===== src/rtl/cpu_hazard_pkg.sv =====
// Shared hazard-tracking definitions for the jr hazard controller.
// Contents:
//   resType_e  - result source codes carried by a decode-stage instruction
//   fwdSel_e   - jr target select codes driven on fwd_sel
//   slot_t     - one tracking entry {valid, waddr, tnew}
//   tnewOf     - cycles until a result of the given type becomes forwardable
//   tnewDec    - one pipeline advance of tnew, floored at zero
package cpu_hazard_pkg;

  typedef enum logic [1:0] {
    RES_NONE = 2'd0,
    RES_PC8  = 2'd1,
    RES_ALU  = 2'd2,
    RES_LOAD = 2'd3
  } resType_e;

  typedef enum logic [1:0] {
    FWD_RF = 2'd0,
    FWD_E  = 2'd1,
    FWD_M  = 2'd2,
    FWD_W  = 2'd3
  } fwdSel_e;

  // tnew seen on entry to E for each producing result type
  localparam logic [1:0] TNEW_PC8  = 2'd0;
  localparam logic [1:0] TNEW_ALU  = 2'd1;
  localparam logic [1:0] TNEW_LOAD = 2'd2;

  typedef struct packed {
    logic       valid;
    logic [4:0] waddr;
    logic [1:0] tnew;
  } slot_t;

  localparam slot_t SLOT_EMPTY = '{valid: 1'b0, waddr: 5'd0, tnew: 2'd0};

  function automatic logic [1:0] tnewOf(input logic [1:0] resType);
    logic [1:0] t;
    case (resType)
      RES_PC8:  t = TNEW_PC8;
      RES_ALU:  t = TNEW_ALU;
      RES_LOAD: t = TNEW_LOAD;
      default:  t = 2'd0;
    endcase
    return t;
  endfunction

  function automatic logic [1:0] tnewDec(input logic [1:0] t);
    return (t == 2'd0) ? 2'd0 : (t - 2'd1);
  endfunction

endpackage


===== src/rtl/hazard_slot.sv =====
// One pipeline tracking register for the jr hazard controller.
// Ports:
//   clk, reset  - clock and synchronous active-high reset (clears the entry)
//   hold        - freeze the entry, tnew included
//   bubble      - load an empty entry instead of slotIn
//   slotIn      - entry from the previous stage
//   slotOut     - current entry
// DEC_ON_LOAD selects whether tnew ages by one while moving into this slot;
// the E slot takes a fresh tnew from decode, later slots age the incoming one.
module hazard_slot
  import cpu_hazard_pkg::*;
#(
  parameter bit DEC_ON_LOAD = 1'b1
) (
  input  logic  clk,
  input  logic  reset,
  input  logic  hold,
  input  logic  bubble,
  input  slot_t slotIn,
  output slot_t slotOut
);

  slot_t slot_r;

  // Slot register: reset beats hold, hold beats bubble, bubble beats shift
  always_ff @(posedge clk) begin
    if (reset) begin
      slot_r <= SLOT_EMPTY;
    end else if (hold) begin
      slot_r <= slot_r;
    end else if (bubble) begin
      slot_r <= SLOT_EMPTY;
    end else begin
      slot_r.valid <= slotIn.valid;
      slot_r.waddr <= slotIn.waddr;
      slot_r.tnew  <= DEC_ON_LOAD ? tnewDec(slotIn.tnew) : slotIn.tnew;
    end
  end

  assign slotOut = slot_r;

endmodule


===== src/rtl/jr_hazard_ctrl.sv =====
// jr hazard controller: tracks in-flight register writers in E, M and W and
// decides whether a decode-stage jr must stall or can take its target from a
// forwarding path.
// Ports:
//   clk, reset  - clock and synchronous active-high reset
//   d_is_jr     - decode instruction is jr; d_rs is its source register
//   d_we, d_waddr, d_res_type - decode instruction's register write, if any
//   ext_stall   - freeze from another unit; tracking holds, counter holds
//   fwd_sel     - jr target select (regfile / E PC+8 / M result / W data)
//   stall       - jr must wait: hold PC and D, bubble into E
//   stall_cnt   - saturating count of cycles the jr actually stalled
module jr_hazard_ctrl
  import cpu_hazard_pkg::*;
#(
  parameter int CNT_W = 16
) (
  input  logic             clk,
  input  logic             reset,
  input  logic             d_is_jr,
  input  logic [4:0]       d_rs,
  input  logic             d_we,
  input  logic [4:0]       d_waddr,
  input  logic [1:0]       d_res_type,
  input  logic             ext_stall,
  output logic [1:0]       fwd_sel,
  output logic             stall,
  output logic [CNT_W-1:0] stall_cnt
);

  localparam logic [CNT_W-1:0] CNT_MAX = {CNT_W{1'b1}};
  localparam logic [CNT_W-1:0] CNT_ONE = {{(CNT_W-1){1'b0}}, 1'b1};

  slot_t            dEntry_s;
  slot_t            slotE_s;
  slot_t            slotM_s;
  slot_t            slotW_s;
  logic             matchE_s;
  logic             matchM_s;
  logic             matchW_s;
  logic             hit_s;
  logic [1:0]       hitTnew_s;
  fwdSel_e          hitSel_s;
  logic             stall_s;
  fwdSel_e          fwdSel_s;
  logic [CNT_W-1:0] stallCnt_r;

  // Decode entry; writes to $0 are never tracked since $0 cannot forward
  always_comb begin
    dEntry_s       = SLOT_EMPTY;
    dEntry_s.valid = d_we && (d_res_type != RES_NONE) && (d_waddr != 5'd0);
    dEntry_s.waddr = d_waddr;
    dEntry_s.tnew  = tnewOf(d_res_type);
  end

  hazard_slot #(.DEC_ON_LOAD(1'b0)) uSlotE (
    .clk     (clk),
    .reset   (reset),
    .hold    (ext_stall),
    .bubble  (stall_s),
    .slotIn  (dEntry_s),
    .slotOut (slotE_s)
  );

  hazard_slot #(.DEC_ON_LOAD(1'b1)) uSlotM (
    .clk     (clk),
    .reset   (reset),
    .hold    (ext_stall),
    .bubble  (1'b0),
    .slotIn  (slotE_s),
    .slotOut (slotM_s)
  );

  hazard_slot #(.DEC_ON_LOAD(1'b1)) uSlotW (
    .clk     (clk),
    .reset   (reset),
    .hold    (ext_stall),
    .bubble  (1'b0),
    .slotIn  (slotM_s),
    .slotOut (slotW_s)
  );

  assign matchE_s = slotE_s.valid && (slotE_s.waddr == d_rs) && (d_rs != 5'd0);
  assign matchM_s = slotM_s.valid && (slotM_s.waddr == d_rs) && (d_rs != 5'd0);
  assign matchW_s = slotW_s.valid && (slotW_s.waddr == d_rs) && (d_rs != 5'd0);

  // Youngest matching writer wins; an older match behind it is irrelevant
  always_comb begin
    hit_s     = 1'b0;
    hitTnew_s = 2'd0;
    hitSel_s  = FWD_RF;
    if (matchE_s) begin
      hit_s     = 1'b1;
      hitTnew_s = slotE_s.tnew;
      hitSel_s  = FWD_E;
    end else if (matchM_s) begin
      hit_s     = 1'b1;
      hitTnew_s = slotM_s.tnew;
      hitSel_s  = FWD_M;
    end else if (matchW_s) begin
      hit_s     = 1'b1;
      hitTnew_s = slotW_s.tnew;
      hitSel_s  = FWD_W;
    end else begin
      hit_s     = 1'b0;
    end
  end

  assign stall_s = d_is_jr && hit_s && (hitTnew_s != 2'd0);

  // Forward only once the value exists; a stalled jr reads nothing useful
  always_comb begin
    fwdSel_s = FWD_RF;
    if (d_is_jr && hit_s && !stall_s) begin
      fwdSel_s = hitSel_s;
    end else begin
      fwdSel_s = FWD_RF;
    end
  end

  // Stall statistics: counts only stalls that actually cost a cycle
  always_ff @(posedge clk) begin
    if (reset) begin
      stallCnt_r <= {CNT_W{1'b0}};
    end else if (stall_s && !ext_stall && (stallCnt_r != CNT_MAX)) begin
      stallCnt_r <= stallCnt_r + CNT_ONE;
    end else begin
      stallCnt_r <= stallCnt_r;
    end
  end

  assign stall     = stall_s;
  assign fwd_sel   = fwdSel_s;
  assign stall_cnt = stallCnt_r;

endmodule


===== config.mk =====
export PLATFORM = sky130hd
export DESIGN_NAME = jr_hazard_ctrl
export DESIGN_NICKNAME = d
export VERILOG_FILES = /design/src/rtl/cpu_hazard_pkg.sv /design/src/rtl/hazard_slot.sv /design/src/rtl/jr_hazard_ctrl.sv
export SDC_FILE = /design/constraint.sdc
export NUM_CORES = 1
export LEC_CHECK = 0
export CORE_ASPECT_RATIO = 0.9
export CORE_MARGIN = 5
export CORE_UTILIZATION = 35
export CTS_BUF_LIST = sky130_fd_sc_hd__clkbuf_4 sky130_fd_sc_hd__clkbuf_8 sky130_fd_sc_hd__clkbuf_16
export DETAILED_ROUTE_END_ITERATION = 8
export RECOVER_POWER = 100
export SLEW_MARGIN = 40
export SYNTH_ARGS = -nofsm -noshare
export SYNTH_HDL_FRONTEND = slang
export SYNTH_HIERARCHICAL = 1
export SYNTH_SLANG_ARGS = --single-unit

===== constraint.sdc =====
create_clock -name clk -period 2.3 [get_ports clk]
set_input_delay 0.23 -clock clk [delete_from_list [all_inputs] [get_ports clk]]
set_output_delay 0.23 -clock clk [all_outputs]
set_load 0.02 [all_outputs]

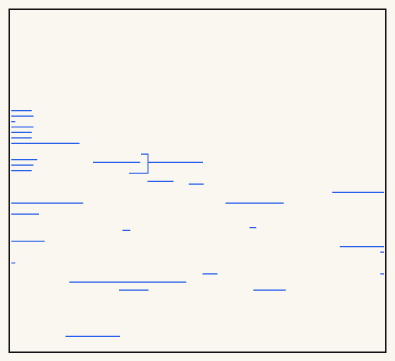
Figure 1: met3 routing.
Scale: 4 px per um.
The longest straight run is 29.0 um. The layer holds 4.0% of the routed length.

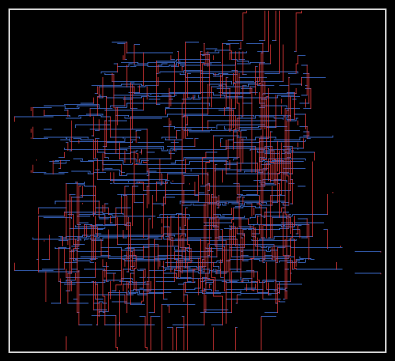
Figure 2: wiring by layer.
Scale: 4 px per um. Only two layers are drawn.
Key: M1 = blue [wire length 3050 um]; M2 = red [wire length 2640 um]

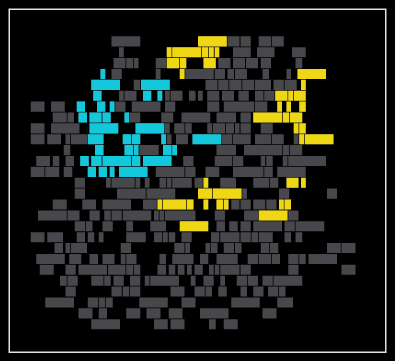
Figure 3: hierarchy map.
Scale: 4 px per um.
Key: `uSlotW` = yellow [cells 40]; `uSlotE` = cyan [cells 34]
Another 267 cells are not colored.

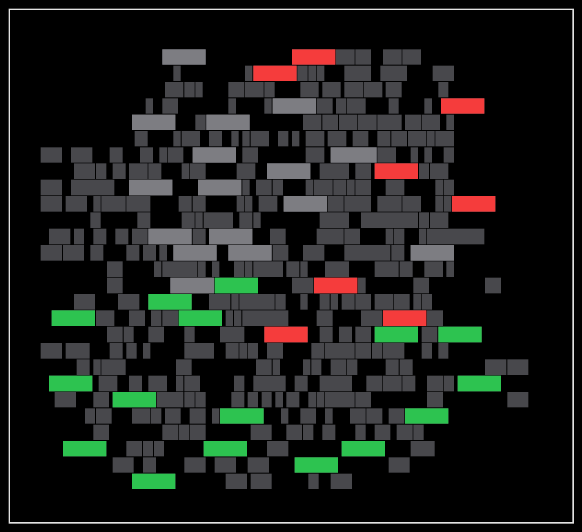
Figure 4: where the registers sit.
Scale: 6 px per um.
Key: `stall_cnt` = green [flops 16]; `uSlotW/slotOut` = red [flops 8]

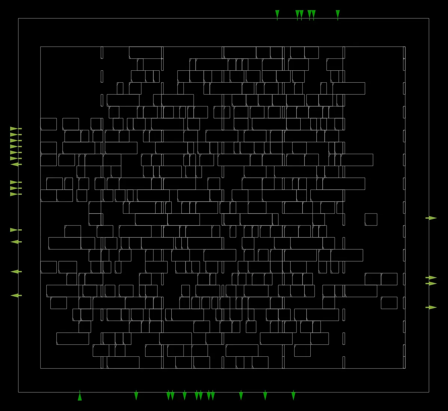
Figure 5: cell outlines without signal wires.
sequential cell area share: 25.6%
fillcell total: 586
final instance count without filler cells: 428
flip-flops: 40
Core Util, Final: 51.2%

==> out/metrics.yaml <==
run_status:
  status: "completed"
cts:
  cts-root-buf: "clkbuf_8"
  numCtsBuffers: 5
  cts_tree: "done"
  hold_buffers: 0
  cts.sinks: 40
  clk-insertion-delay-late_ps: 300
  path_clk_slew_ps: 80
  clockBufferDepth: 2
  htree_levels: 2
timing:
  max_slew.worst_pin.slew_ps: 685
  drv_slew: 0
  hold_viol_final: 0
  hold_ws_ps: 484
  rsz0062_at_grt: "true"
  finalSetupTns_ps: 0
  fin_skew_ps: 7.93
  period_needed_ps: 2240
  period_used_pct: 97.6
  fmax_ghz: 0.445
  setup_viol: 0
  slew_headroom_pct: 54.3
floorplan:
  ios: 36
  dieArea_um2: 8000
  rows: 27
  die_x_um: 93.7
  initial_core_util_pct: 36.1
  coreArea_um2: 6110
hold_path:
  hold_depth: 2
  hp-class: "reg -> reg"
yosys:
  synthTopCellsByCount: "40 x dfxtp_1, 30 x a21oi_1, 30 x nand2_1"
  synth_flop_count: 40
  yosysTopAreaCell: "dfxtp_1"
  yosysTopAreaCellShare_pct: 36.3
  ys_cells: 260
  synth.cell_area_um2: 2210
  synth_top_cell_by_count: "dfxtp_1"
  ys_seq_share_pct: 36.3
  yosysWarnings: 6
  synth_cell_types: 48
  area_leaders: "dfxtp_1 36%, a21oi_1 6.8%, nand2_1 5.1%, xnor2_1 4.4%, o31ai_1 3.7%"
  async_reset_ff_share_pct: 0
  netlist_instances: 260
  ys_chip_area_um2: 2210
  edf_count: 0
  synth_area_per_cell_um2: 8.49
  ff_type: "dfxtp_1"
flow_run:
  cap_violations: 0
  warning_count: 28
setup_path:
  worstPathMaxFanout: 3
  rr_worst_depth: 9
  cp.required_ps: 2070
  critical_path_class: "reg -> out"
  cp.arrival_ps: 2010
  endpoint_kind: "primary output"
  startpoint_type: "flip-flop"
drt:
  avgRoutedWirePerCell_um: 14.0
  wirelength_um: 6000
  dr.pass1.iters: 4
  routed_via_density: 5.04
  vias: 2156
  postRouteAntennaNets: 0
  drtIter0Drc: 116
power:
  p_leak_nw: 1.17
  pwr_density_cell_nw_per_um2: 450
  ir_worst_vdd_v: 0.000196
grt:
  grt_pass1_vias: 1974
  track_usage_pct: 14.7
  antenna_found_initial: 0
  gr-total-overflow: 0
  grt_max_degree: 51
final_layout:
  diodes: 0
  nets: 359
  areaGrowthSynthToFinish_pct: 41.9
  design_area_um2: 3130
  mi_logic_area_um2: 1460
  ff_latch_area_um2: 802
  drive_gt1_share_pct: 25.5
placed_design:
  placed_cells: 419
  numPortBuffers: 35
  dp_hpwl_um: 4060
  gp_congestion: 0.816
state kept, by name, indices dropped and copies added (netlist names):
name            cells
stall_cnt          16
uSlotW/slotOut      8
uSlotM/slotOut      8
uSlotE/slotOut      8
layout make-up:
class                           count  area share, %
Multi-Input combinational cell    214           46.4
Tap cell                           87           3.47
Sequential cell                    40           25.6
Clock buffer                        7           3.08
Timing Repair Buffer               75           20.8
Inverter                            5          0.599
path summary, 6_finish.rpt:
kind | slack (ps) | endpoint | startpoint
max | 60 | stall | uSlotM/slotOut[3]
min | 480 | uSlotW/slotOut[4] | uSlotW/slotOut[4]
max reg2reg | 60 | uSlotE/slotOut[4] | uSlotM/slotOut[3]
min reg2reg | 480 | uSlotW/slotOut[4] | uSlotW/slotOut[4]
what timing repair did:
action                     4_1_cts  5_1_grt
buffers inserted                 3        0
setup endpoints to repair       27       27
pin swaps                        6        9
gates cloned                     0        0
gates resized                   28       16
where the power goes:
group          internal, W  total (W)  switching (W)
Sequential        0.000702   0.000711     0.00000933
Combinational    0.0000887   0.000177      0.0000878
Clock             0.000268   0.000521       0.000254
Total              0.00106    0.00141       0.000351
metal layers:
layer / part of all wire, % / routed length (um) / global-route usage, % / vias to the layer above
met2: 44 / 2640 / 21.5 / 39
met1: 51 / 3050 / 21.2 / 1004
met5: 0 / 0 / 0 / -
met4: 1.1 / 63 / 5.64 / 0
met3: 4.0 / 240 / 2.48 / 6
li1: - / - / - / 1107
critical path, stage by stage, from the launching register on:
cell and delay (ps):
dfxtp_2 330, xor2_1 170, nor4_2 270, buf_4 180, and4b_2 270, a221oi_4 80
nor3_2 250, buf_6 170
cell usage in the layout, fill, tap and decap left out, drive strengths merged, types with 6 or more instances in the layout:
master / Yosys / final
buf: 12 / 40
clkdlybuf4s50: 0 / 10
clkbuf: 4 / 11
xnor2: 11 / 11
or4: 12 / 12
nor2: 9 / 9
o31ai: 11 / 11
nor3: 6 / 6
nand2: 30 / 30
dfxtp: 40 / 40
dlygate4sd3: 0 / 17
a21oi: 31 / 31
nand3: 8 / 8
nand4: 10 / 10
or3b: 14 / 14
conb: 1 / 16
o22ai: 7 / 7
nand2b: 8 / 8
cells by family after synthesis:
| kind of cell | count (synthesis) | share of synthesized area, % |
|---|---|---|
| adders and majority gates | 1 | 0.566 |
| AOI/OAI and AO/OA | 59 | 17.0 |
| muxes | 3 | 1.53 |
| and+or+nand+nor | 120 | 33.4 |
| xor gates and xnor gates | 15 | 5.95 |
| other | 1 | 0.170 |
| buffers and inverters | 21 | 5.16 |
| DFF | 40 | 36.3 |
through the flow:
| step | util, % | setup WS, ps |
|---|---|---|
| final | 51.2 | 55.2 |
| after global routing | 51.2 | -26.2 |
| after CTS | 50.8 | 0.200 |
| after detailed placement | 48.2 | -570 |
| after global placement | 48.2 | -548 |
| after floorplan | - | -9.03 |
Power is estimated from default activity; no workload was simulated.
